--- config.mk ---
export PLATFORM = sky130hd
export DESIGN_NAME = seq_divider
export DESIGN_NICKNAME = d
export VERILOG_FILES = /design/src/rtl/seq_divider_pkg.sv /design/src/rtl/seq_divider_div_step.sv /design/src/rtl/seq_divider.sv
export SDC_FILE = /design/constraint.sdc
export NUM_CORES = 1
export LEC_CHECK = 0
export CELL_PAD_IN_SITES_DETAIL_PLACEMENT = 2
export CELL_PAD_IN_SITES_GLOBAL_PLACEMENT = 2
export CORE_UTILIZATION = 36
export DETAILED_ROUTE_END_ITERATION = 6
export PLACE_DENSITY = 0.88
export SLEW_MARGIN = 25
export SYNTH_ARGS = -nofsm -noshare
export SYNTH_HDL_FRONTEND = slang
export SYNTH_SLANG_ARGS = --single-unit
--- constraint.sdc ---
create_clock -name clk -period 4.5 [get_ports clk]
set_input_delay 1.125 -clock clk [delete_from_list [all_inputs] [get_ports clk]]
set_output_delay 1.125 -clock clk [all_outputs]
set_load 0.02 [all_outputs]
--- src/rtl/seq_divider_pkg.sv ---
// Shared types and constants for the sequential restoring divider.
package seq_divider_pkg;

  typedef enum logic [1:0] {
    IDLE = 2'd0,
    CALC = 2'd1,
    DONE = 2'd2
  } state_t;

  localparam int DEF_DIVIDEND_W = 8;
  localparam int DEF_DIVISOR_W  = 4;

  // Counter must be able to hold DIVIDEND_W itself.
  function automatic int cnt_width(input int w);
    return $clog2(w + 1);
  endfunction

endpackage

--- src/rtl/seq_divider_div_step.sv ---
// One restoring-division iteration: shift in a dividend bit, subtract if it fits.
module seq_divider_div_step #(
  parameter int DIVISOR_W = 4
) (
  input  logic [DIVISOR_W:0]   r_in,
  input  logic                 d_bit,
  input  logic [DIVISOR_W-1:0] divisor,
  output logic [DIVISOR_W:0]   r_out,
  output logic                 q_bit
);

  logic [DIVISOR_W:0] trial;
  logic [DIVISOR_W:0] dvsr_x;

  // The MSB of r_in is always 0 here, so shifting it out loses nothing.
  assign trial  = (r_in << 1) | {{DIVISOR_W{1'b0}}, d_bit};
  assign dvsr_x = {1'b0, divisor};
  assign q_bit  = (trial >= dvsr_x);
  assign r_out  = q_bit ? (trial - dvsr_x) : trial;

endmodule

--- src/rtl/seq_divider.sv ---
// Unsigned sequential divider, one quotient bit per clock, start/busy/done handshake.
module seq_divider
  import seq_divider_pkg::*;
#(
  parameter int DIVIDEND_W = DEF_DIVIDEND_W,
  parameter int DIVISOR_W  = DEF_DIVISOR_W
) (
  input  logic                  clk,
  input  logic                  rst_n,
  input  logic                  start,
  input  logic [DIVIDEND_W-1:0] dividend,
  input  logic [DIVISOR_W-1:0]  divisor,
  output logic                  busy,
  output logic                  done,
  output logic [DIVIDEND_W-1:0] quotient,
  output logic [DIVISOR_W-1:0]  remainder,
  output logic                  div_by_zero
);

  localparam int CNT_W = cnt_width(DIVIDEND_W);

  state_t                state;
  logic [DIVISOR_W:0]    r;
  logic [DIVISOR_W:0]    r_nxt;
  logic [DIVIDEND_W-1:0] shreg;
  logic [DIVISOR_W-1:0]  dvsr;
  logic [CNT_W-1:0]      cnt;
  logic                  q_bit;
  logic                  last;
  logic [DIVIDEND_W-1:0] shreg_nxt;

  seq_divider_div_step #(.DIVISOR_W(DIVISOR_W)) u_step (
    .r_in    (r),
    .d_bit   (shreg[DIVIDEND_W-1]),
    .divisor (dvsr),
    .r_out   (r_nxt),
    .q_bit   (q_bit)
  );

  // Dividend bits leave at the top while quotient bits enter at the bottom.
  assign shreg_nxt = {shreg[DIVIDEND_W-2:0], q_bit};
  assign last      = (cnt == CNT_W'(DIVIDEND_W - 1));

  always_ff @(posedge clk or negedge rst_n) begin
    if (!rst_n) begin
      state       <= IDLE;
      r           <= '0;
      shreg       <= '0;
      dvsr        <= '0;
      cnt         <= '0;
      busy        <= 1'b0;
      done        <= 1'b0;
      quotient    <= '0;
      remainder   <= '0;
      div_by_zero <= 1'b0;
    end else begin
      case (state)
        IDLE, DONE: begin
          done  <= 1'b0;
          state <= IDLE;
          if (start) begin
            dvsr  <= divisor;
            shreg <= dividend;
            r     <= '0;
            cnt   <= '0;
            if (divisor == '0) begin
              state       <= DONE;
              done        <= 1'b1;
              quotient    <= '1;
              remainder   <= '0;
              div_by_zero <= 1'b1;
            end else begin
              state <= CALC;
              busy  <= 1'b1;
            end
          end
        end
        CALC: begin
          r     <= r_nxt;
          shreg <= shreg_nxt;
          cnt   <= cnt + 1'b1;
          if (last) begin
            quotient    <= shreg_nxt;
            remainder   <= r_nxt[DIVISOR_W-1:0];
            div_by_zero <= 1'b0;
            busy        <= 1'b0;
            done        <= 1'b1;
            state       <= DONE;
          end
        end
        default: state <= IDLE;
      endcase
    end
  end

endmodule

Run 1, register map, names as in the netlist:
Scale: 4 px per µm. Other sequential cells in the stronger gray, the rest of the logic in the fainter gray.
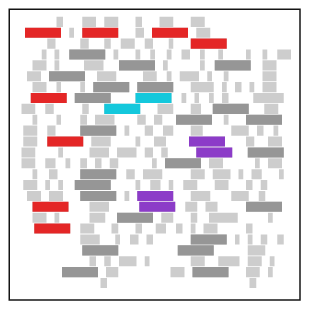
red -> shreg  # placed flops 8
purple -> remainder  # placed flops 4, where center
cyan -> state  # placed flops 2

Run 1, cell placement:
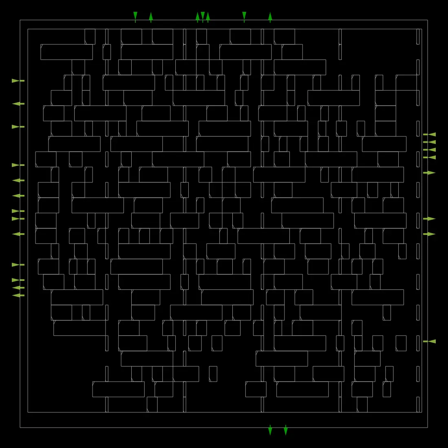
fin cells: 268
well tap count: 67

Run 1, clock network drawn from the DEF:
Scale: 4 px per µm.
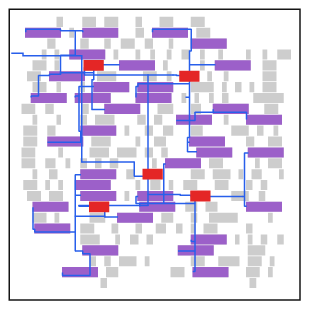
purple -> flip-flops  # count 37
red -> clock drivers  # count 5
blue -> clock wires  # length 497 µm
routed clock nets = 6

Run 1, cells colored by class:
Scale: 4 px per µm.
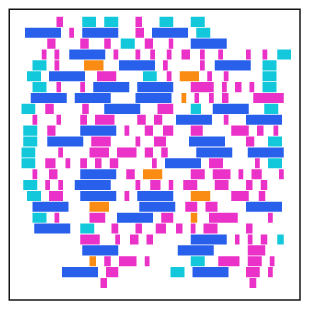
cyan -> other buffers and delay cells  # cells 30, share of their area 14%
magenta -> combinational and other logic  # cells 126, share of their area 39%
blue -> flops  # cells 37, share of their area 44%
orange -> clock drivers and dummy loads  # cells 8, share of their area 3.9%

==> flow_metrics.py, run 1 <==
# Auto-generated metrics
metrics = {
    "place": {
        "dp_slack_ns": 1.59,
        "port_buffers": 29,
        "dpl.hpwl_mm": 3.55,
    },
    "cells_and_area": {
        "layout_top_cells": "dfrtp_1 (37), nand2_1 (28), clkdlybuf4s50_1 (28)",
        "layout.non_clock_buffers": 30,
        "ff_count": 37,
        "drive_gt1_frac": 0.119,
        "clk_share": 0.0375,
        "inv_count": 7,
        "register_area_um2": 926,
        "dominant_cells": "flip-flops and latches",
        "comb_share": 0.359,
        "clkbuf_count": 6,
        "final-nonclk-buf-share": 0.133,
        "logic_area_um2": 791,
        "sh_seq_area": 0.420,
        "syn2layout_area_growth_pct": 23.7,
        "fillers": 514,
        "post-route-util": 0.463,
        "antennaDiodeCount": 0,
    },
    "clocking": {
        "clk_pin_slew_ns": 0.07,
        "ctsResizeCount": 0,
        "cts_tree": "done",
        "cts_hold_buffers": 0,
        "cts_root_buf": "clkbuf_8",
    },
    "synth": {
        "ys.flops": 37,
        "synth.top_cell.area_share": 0.520,
        "ys.warnings.count": 0,
        "synthTopCellsByCount": "dfrtp_1 (37), nand2_1 (28), nor2_1 (16)",
        "top_area_cell": "dfrtp_1",
        "synth_nets": 191,
        "top_cells_by_area": "dfrtp_1 (52%), nand2_1 (5.9%), nor2b_4 (4.6%)",
        "postSynthAreaPerCell_um2": 10.5,
        "synth-edff-count": 0,
        "ys_area_um2": 1780,
        "ys_types": 34,
        "synth-async-reset-ratio": 1.00,
        "yosysMostFrequentCell": "dfrtp_1",
        "synthCells": 170,
        "ff_type": "dfrtp_1",
    },
    "power": {
        "p_sw_uw": 766,
        "power.internal_uw": 1010,
        "pwr-share-seq": 0.348,
        "ir_drop_mv": 0.244,
        "switching_share": 0.431,
        "power_frac_clock": 0.127,
        "p_per_area_nw_per_um2": 807,
    },
    "routing": {
        "drtIter0Drc": 57,
        "wl_per_cell_um": 18.0,
        "antenna_left": 0,
        "drc_errors": 0,
        "first_pass_iters": 4,
        "wl_mm": 4.83,
        "vias": 1381,
    },
    "sta": {
        "finalHoldViolCount": 0,
        "slew_headroom": 0.425,
        "rsz0062_at_grt": "false",
        "holdWs_ns": 0.491,
        "setup_viol": 0,
        "fmax_ghz": 0.385,
        "period_used_share": 0.578,
        "fin_ws_ns": 1.90,
        "report.final.slew_viol_count": 0,
        "finalSetupTns_ns": 0,
        "period_needed_ns": 2.60,
    },
    "status": {
        "status": "finished clean",
    },
    "worst_setup_path": {
        "crit_family": "buffers and inverters",
        "cp.required_ns": 4.67,
        "crit_type": "in2reg",
        "endpoint_kind": "flip-flop",
        "path_max_fanout": 12,
        "start_kind": "primary input",
        "critPathBufInv": 2,
        "cpPeakStageDelay_ns": 0.46,
        "arrival_ns": 2.77,
    },
    "job": {
        "drv_cap": 0,
        "warning_count": 26,
    },
    "global_routing": {
        "grtUsageTotal": 0.212,
        "grt_max_degree": 38,
        "grt_overflow": 0,
        "first_global_vias": 1568,
    },
    "die": {
        "die_w_um": 72.3,
        "dieHeight_um": 72.3,
        "ios": 30,
        "initCoreUtil": 0.374,
        "rows": 25,
        "die_area_um2": 5230,
    },
    "worst_hold_path": {
        "min_path_type": "reg2reg",
    },
}
-- run 1: sequential cells by signal (all words and copies together) (netlist names) --
register,cells
busy,1
cnt,4
div_by_zero,1
done,1
dvsr,4
quotient,8
r,4
remainder,4
shreg,8
state,2
-- run 1: power groups by stage --
| stage | Clock [µW] | Sequential, µW | Combinational [µW] |
|---|---|---|---|
| 5_1_grt | 242 | 640 | 1030 |
| 3_5_place_dp | 0 | 624 | 942 |
| 4_1_cts | 231 | 621 | 951 |
| 6_report | 226 | 617 | 933 |
| 3_3_place_gp | 0 | 608 | 870 |
| 2_1_floorplan | 0 | 659 | 559 |
-- run 1: stage by stage --
stage	cells	cell area (µm²)
6_report	268	2200
3_5_place_dp	260	2120
5_1_grt	268	2200
3_3_place_gp	260	2120
4_1_cts	268	2200
2_1_floorplan	170	1780
-- run 1: logic make-up after synthesis --
kind of cell             after synthesis  share of synthesized area
AND-OR/OR-AND                         42                      0.160
XOR/XNOR                               1                    0.00492
adder cells (fa/ha/maj)                6                     0.0464
buffers and inverters                 14                     0.0358
flip-flops                            37                      0.520
multiplexers                           6                     0.0344
AND/OR/NAND/NOR                       64                      0.198
-- run 1: layer usage --
metal | GRT usage | part of all wire | vias to the layer above
li1 | - | - | 643
met1 | 0.252 | 0.42 | 702
met2 | 0.377 | 0.53 | 30
met3 | 0.0556 | 0.038 | 6
met4 | 0.0588 | 0.012 | 0
met5 | 0 | 0 | -
-- run 1: path summary, 6_finish.rpt --
check                            from          end  slack, ns  cells after the start
max                        divisor[1]  quotient[0]       1.90                      5
min                            cnt[3]       cnt[3]       0.49                      1
max reg2reg                  state[1]  quotient[0]       2.30                      5
min reg2reg                    cnt[3]       cnt[3]       0.49                      1
max in group asynchronous       rst_n     shreg[0]       3.02                      1
min in group asynchronous       rst_n      dvsr[2]       0.94                      1
==> run 1 -> run 2 <==
--- a/config.mk
+++ b/config.mk
@@ -7,9 +7,9 @@
 export LEC_CHECK = 0
 export CELL_PAD_IN_SITES_DETAIL_PLACEMENT = 2
 export CELL_PAD_IN_SITES_GLOBAL_PLACEMENT = 2
-export CORE_UTILIZATION = 36
+export CORE_UTILIZATION = 30
 export DETAILED_ROUTE_END_ITERATION = 6
-export PLACE_DENSITY = 0.88
+export PLACE_DENSITY = 0.79
 export SLEW_MARGIN = 25
 export SYNTH_ARGS = -nofsm -noshare
 export SYNTH_HDL_FRONTEND = slang
==> constraint.sdc (replaced) <==
create_clock -name clk -period 2.29 [get_ports clk]
set_input_delay 0.5725 -clock clk [delete_from_list [all_inputs] [get_ports clk]]
set_output_delay 0.5725 -clock clk [all_outputs]
set_load 0.02 [all_outputs]
Run 2, cell placement:
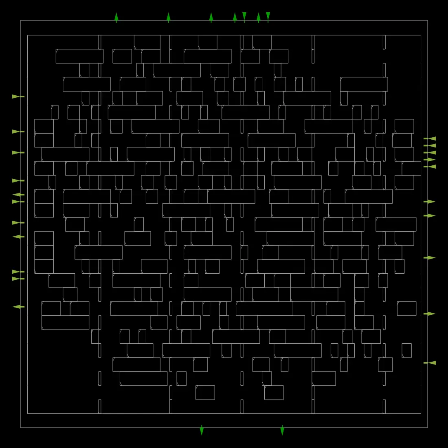
Core Area: 5610 µm²
well tap count: 72
fin cells: 280
sequential cell area share: 0.403
post-layout util: 0.409

==> flow_metrics.py, run 2 <==
# Auto-generated metrics
metrics = {
    "status": {
        "status": "finished clean",
    },
    "synth": {
        "synthCells": 170,
        "synth.top_cell.area_share": 0.520,
        "ys.warnings.count": 0,
        "top_cells_by_area": "dfrtp_1 (52%), nand2_1 (5.9%), nor2b_4 (4.6%)",
        "yosysMostFrequentCell": "dfrtp_1",
        "netlist_area_um2": 1780,
        "synth_nets": 191,
        "synth-edff-count": 0,
        "synthTopCellsByCount": "dfrtp_1 (37), nand2_1 (28), nor2_1 (16)",
        "ff_type": "dfrtp_1",
        "postSynthSeqShare": 0.520,
        "ys_area_um2": 1780,
        "synth-async-reset-ratio": 1.00,
        "postSynthAreaPerCell_um2": 10.5,
        "ys_types": 34,
        "ys.flops": 37,
        "top_area_cell": "dfrtp_1",
        "ys_cells": 170,
    },
    "clocking": {
        "cts_buffers": 5,
        "clk_pin_slew_ns": 0.08,
        "cts_hold_buffers": 0,
        "cts_buffer_depth": 2,
        "ctsResizeCount": 0,
        "clock-sinks": 37,
        "cts_setup_buffers": 0,
        "cts_tree": "done",
        "cts.htree.levels": 2,
        "insertion_delay_ns": 0.30,
        "cts_root_buf": "clkbuf_8",
    },
    "worst_setup_path": {
        "rrSetupSlack_ns": 0.39,
        "endpoint_kind": "flip-flop",
        "critPathBufInv": 0,
        "cp.required_ns": 2.45,
        "critPathSlowestCell": "dfrtp_1",
        "crit_type": "reg2reg",
        "worstPathCellList": "ha_1, a21oi_1, o21a_1, o21a_4, mux2i_1, o21ai_0",
        "cpPeakStageDelay_ns": 0.41,
        "path_max_fanout": 4,
        "start_kind": "flip-flop",
        "startpoint": "r[1]",
        "crit_family": "AND-OR/OR-AND gates",
        "arrival_ns": 2.06,
        "rr_startpoint": "r[1]",
    },
    "sta": {
        "finalHoldViolCount": 0,
        "finalClockSkew_ns": 0.0123,
        "rsz0062_at_grt": "false",
        "holdWs_ns": 0.319,
        "period_used_share": 0.830,
        "tightest_slew_ns": 0.492,
        "period_needed_ns": 1.90,
        "slew_headroom": 0.672,
        "report.final.slew_viol_count": 0,
        "fmax_ghz": 0.526,
        "finalSetupTns_ns": 0,
        "setup_viol": 0,
    },
    "cells_and_area": {
        "fillers": 626,
        "syn2layout_area_growth_pct": 28.9,
        "register_area_um2": 926,
        "final_common_cell": "dfrtp_1",
        "logic_area_um2": 791,
        "nets": 228,
        "layout_top_cells": "dfrtp_1 (37), nand2_1 (28), clkdlybuf4s50_1 (28)",
        "reg_top3": "quotient: 8 flops, shreg: 8 flops",
        "antennaDiodeCount": 0,
        "drive_gt1_frac": 0.149,
    },
    "routing": {
        "drtIter0Drc": 35,
        "wl_mm": 4.46,
        "routedLengthMet1_mm": 2.06,
        "met2_length_mm": 2.15,
        "first_pass_iters": 3,
        "drc_errors": 0,
        "antenna_left": 0,
        "dr.max_layer_used": "met4",
        "route.met3.wl_um": 183,
        "vias": 1385,
        "wl_per_cell_um": 15.9,
        "via_per_inst": 4.95,
    },
    "die": {
        "ios": 30,
        "die_w_um": 79.0,
        "die_area_um2": 6250,
        "dieHeight_um": 79.0,
        "initCoreUtil": 0.317,
        "rows": 27,
    },
    "power": {
        "p_per_area_nw_per_um2": 1570,
        "leakage_uw": 0.00104,
        "ir_drop_mv": 0.507,
    },
    "place": {
        "dpl.hpwl_mm": 3.28,
        "port_buffers": 29,
        "gp_congestion": 0.732,
    },
    "global_routing": {
        "grt_pass1_wl_mm": 7.62,
        "grt_max_degree": 38,
        "antenna_found_initial": 0,
        "first_global_vias": 1538,
        "grt_overflow": 0,
        "grtUsageTotal": 0.164,
    },
    "job": {
        "warning_count": 26,
        "drv_cap": 0,
    },
    "worst_hold_path": {
        "min_path_type": "in2async",
    },
}
-- run 2: cell counts after synthesis --
No cell type changed its count.
-- run 2: logic make-up (layout without fill, tap and decap cells) --
family / Yosys count / in the layout / synth area share
compound gates: 42 / 42 / 0.160
buf+inv: 14 / 52 / 0.0358
simple gates: 64 / 64 / 0.198
xor+xnor: 1 / 1 / 0.00492
mux: 6 / 6 / 0.0344
flops: 37 / 37 / 0.520
fa+ha+maj: 6 / 6 / 0.0464
-- run 2: routing by layer --
layer  GRT usage  up-vias
met3      0.0460        7
met5           0        -
met2       0.270       30
met1       0.204      693
met4      0.0564        0
li1            -      655
-- run 2: final cells by class --
cell class              count  area share
flip-flops and latches     37       0.403
inverters                   7      0.0115
repair buffers             37       0.150
clock buffers               7      0.0376
clock inverters             1      0.0131
multi-input cells         119       0.345
well taps                  72      0.0393
-- run 2: worst paths after layout --
| check | end | depth (start not counted) |
|---|---|---|
| min in group clk | cnt[3] | 1 |
| setup / recovery | r[2] | 6 |
| setup reg to reg | r[2] | 6 |
| hold / removal | remainder[0] | 2 |
| max in group asynchronous | quotient[6] | 2 |
| hold reg to reg | cnt[3] | 1 |
-- run 2: power breakdown --
part	internal, µW	switching, µW
clock	355	235
combinational	840	987
sequential	964	232
-- run 2: through the flow --
step	setup WS, ns	instances	cell area, µm²	util	total power (µW)
floorplan	0.628	170	1780	-	2390
global placement	0.171	272	2180	0.388	2990
detailed placement	0.111	272	2180	0.388	3050
CTS	0.357	280	2290	0.409	3690
global route	0.215	280	2290	0.409	3910
finish	0.389	280	2290	0.409	3610
==> run 2 -> run 3 <==
--- a/config.mk
+++ b/config.mk
@@ -7,9 +7,9 @@
 export LEC_CHECK = 0
 export CELL_PAD_IN_SITES_DETAIL_PLACEMENT = 2
 export CELL_PAD_IN_SITES_GLOBAL_PLACEMENT = 2
-export CORE_UTILIZATION = 30
+export CORE_UTILIZATION = 33
 export DETAILED_ROUTE_END_ITERATION = 6
-export PLACE_DENSITY = 0.79
+export PLACE_DENSITY = 0.82
 export SLEW_MARGIN = 25
 export SYNTH_ARGS = -nofsm -noshare
 export SYNTH_HDL_FRONTEND = slang
==> constraint.sdc (replaced) <==
create_clock -name clk -period 1.8 [get_ports clk]
set_input_delay 0.45 -clock clk [delete_from_list [all_inputs] [get_ports clk]]
set_output_delay 0.45 -clock clk [all_outputs]
set_load 0.02 [all_outputs]
Run 3, nets reached from selected ports:
Scale: 6 px per µm.
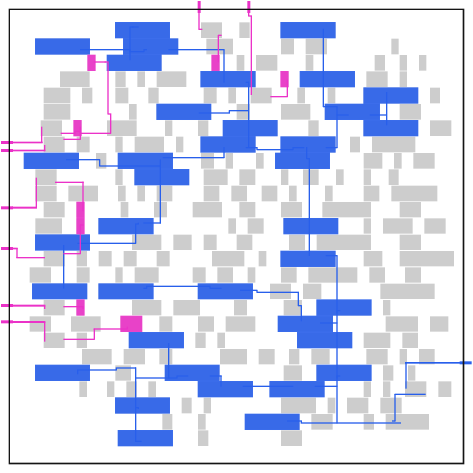
blue -> rst_n  # bits 1, direction input, end cells 37, buffers 2, wire 338 µm
magenta -> dividend  # bits 8, direction input, end cells 8, buffers 8, wire 133 µm

==> flow_metrics.py, run 3 <==
# Auto-generated metrics
metrics = {
    "cells_and_area": {
        "final_common_cell": "dfrtp_1",
        "layout_top_cells": "dfrtp_1 (37), nand2_1 (26), clkdlybuf4s50_1 (25)",
        "reg_top3": "quotient: 8 flops, shreg: 8 flops",
        "antennaDiodeCount": 0,
        "nets": 238,
        "syn2layout_area_growth_pct": 38.2,
        "logic_area_um2": 882,
        "register_area_um2": 926,
        "final_cells": 287,
        "drive_gt1_frac": 0.253,
    },
    "synth": {
        "ys_types": 34,
        "synthTopCellsByCount": "dfrtp_1 (37), nand2_1 (28), nor2_1 (16)",
        "postSynthSeqShare": 0.520,
        "ys_cells": 170,
        "ys.warnings.count": 0,
        "yosysMostFrequentCell": "dfrtp_1",
        "ys.flops": 37,
        "synth-edff-count": 0,
        "top_area_cell": "dfrtp_1",
        "ys_area_um2": 1780,
        "top_cells_by_area": "dfrtp_1 (52%), nand2_1 (5.9%), nor2b_4 (4.6%)",
        "ff_type": "dfrtp_1",
        "postSynthAreaPerCell_um2": 10.5,
        "synthCells": 170,
    },
    "sta": {
        "rsz0062_at_grt": "true",
        "period_needed_ns": 1.79,
        "setup_viol": 0,
        "fmax_ghz": 0.557,
        "report.final.slew_viol_count": 0,
        "slew_headroom": 0.562,
        "holdWs_ns": 0.512,
        "fin_ws_ns": 0.00522,
        "tightest_slew_ns": 0.656,
        "finalSetupTns_ns": 0,
        "period_used_share": 0.997,
        "finalClockSkew_ns": 0.00575,
        "finalHoldViolCount": 0,
    },
    "power": {
        "switching_share": 0.418,
        "pwr-share-seq": 0.302,
        "comb_power_share": 0.583,
        "leakage_uw": 0.00112,
        "power.internal_uw": 3000,
        "ir_drop_mv": 0.724,
        "fin_total_pwr_uw": 5150,
        "p_per_area_nw_per_um2": 2100,
    },
    "global_routing": {
        "grt_overflow": 0,
        "grtUsageTotal": 0.209,
        "antenna_found_initial": 0,
        "use_met1": 0.238,
        "grt_util_met2": 0.387,
        "grt_max_degree": 38,
        "grt-busiest-layer": "met2",
        "met3_usage": 0.0463,
        "first_global_vias": 1658,
    },
    "worst_setup_path": {
        "critPathBufInv": 0,
        "path_max_fanout": 4,
        "crit_type": "reg2reg",
        "crit_family": "AND-OR/OR-AND gates",
        "worstPathCellList": "ha_4, nand2_2, o21a_1, o21a_4, mux2i_4, a22o_2",
        "arrival_ns": 1.97,
        "cp.required_ns": 1.98,
        "r2r_end": "r[0]",
        "rrSetupSlack_ns": 0.005,
        "start_kind": "flip-flop",
        "rr_startpoint": "r[0]",
        "cpPeakStageDelay_ns": 0.43,
    },
    "die": {
        "die_area_um2": 5690,
        "dieHeight_um": 75.5,
        "ios": 30,
        "rows": 26,
        "die_w_um": 75.5,
        "core_area_um2": 5140,
        "initCoreUtil": 0.346,
    },
    "job": {
        "drv_cap": 0,
        "warning_count": 27,
    },
    "clocking": {
        "cts_root_buf": "clkbuf_8",
        "cts_tree": "done",
        "cts_hold_buffers": 0,
        "clk_pin_slew_ns": 0.07,
        "insertion_delay_ns": 0.29,
        "cts.htree.levels": 2,
        "clock-sinks": 37,
    },
    "routing": {
        "drc_errors": 0,
        "wl_mm": 5.42,
        "vias": 1455,
        "antenna_left": 0,
        "first_pass_iters": 4,
        "wl_per_cell_um": 18.9,
        "drtIter0Drc": 39,
    },
    "place": {
        "dp_slack_ns": -0.233,
        "port_buffers": 29,
        "gp_congestion": 0.744,
        "dpl.hpwl_mm": 3.73,
        "placed_cell_area_um2": 2250,
        "place_inst": 277,
    },
    "worst_hold_path": {
        "min_path_type": "reg2reg",
        "min-delay-start": "cnt[3]",
        "hold_end": "cnt[3]",
    },
    "status": {
        "status": "finished clean",
    },
}
[run 3: how the worst max path moves through the flow]
stage	start	end	slack (ns)	cells after the start
2_1_floorplan	r[1]	quotient[0]	0.14	6
6_report	r[0]	r[0]	0.005	6
4_1_cts	done	done	0.003	1
5_1_grt	dvsr[2]	remainder[1]	-0.07	7
3_3_place_gp	divisor[1]	quotient[0]	-0.12	5
3_5_place_dp	divisor[0]	quotient[7]	-0.23	6
[run 3: cells by family (layout without fill, tap and decap cells)]
family          count (synthesis)  in the layout  share of synthesized area
simple gates                   64             64                      0.198
xor+xnor                        1              1                    0.00492
mux                             6              6                     0.0344
fa+ha+maj                       6              6                     0.0464
flops                          37             37                      0.520
buf+inv                        14             61                     0.0358
compound gates                 42             42                      0.160
[run 3: worst register-to-register path, stage by stage (launching register included)]
cell and delay, ns:
dfrtp_1 0.43, ha_4 0.29, nand2_2 0.06, o21a_1 0.21
o21a_4 0.27, mux2i_4 0.20, a22o_2 0.23
[run 3: cell type report]
cell class	instances	share of cell area
Multi-Input combinational cell	119	0.359
Inverter	7	0.0107
Sequential cell	37	0.376
Tap cell	70	0.0356
Clock buffer	7	0.0351
Timing Repair Buffer	47	0.184
[run 3: power by group through the flow]
stage               Clock (µW)  Combinational, µW  Sequential, µW
floorplan                    0               1400            1650
global placement             0               2340            1510
detailed placement           0               2500            1540
CTS                        601               2590            1550
global route               640               3290            1600
finish                     594               3000            1560
[run 3: layer usage]
metal  share of wire  vias to the layer above
li1                -                      676
met1            0.40                      735
met2            0.55                       34
met3           0.035                       10
met4           0.021                        0
met5               0                        -
[run 3: timing repair]
item                                   4_1_cts  5_1_grt
setup endpoints to repair                    4       14
pin swaps                                    0        7
endpoints found under the hold margin        0        0
resized                                      3       24
buffers inserted                             0        3
Power and IR drop assume default switching activity.
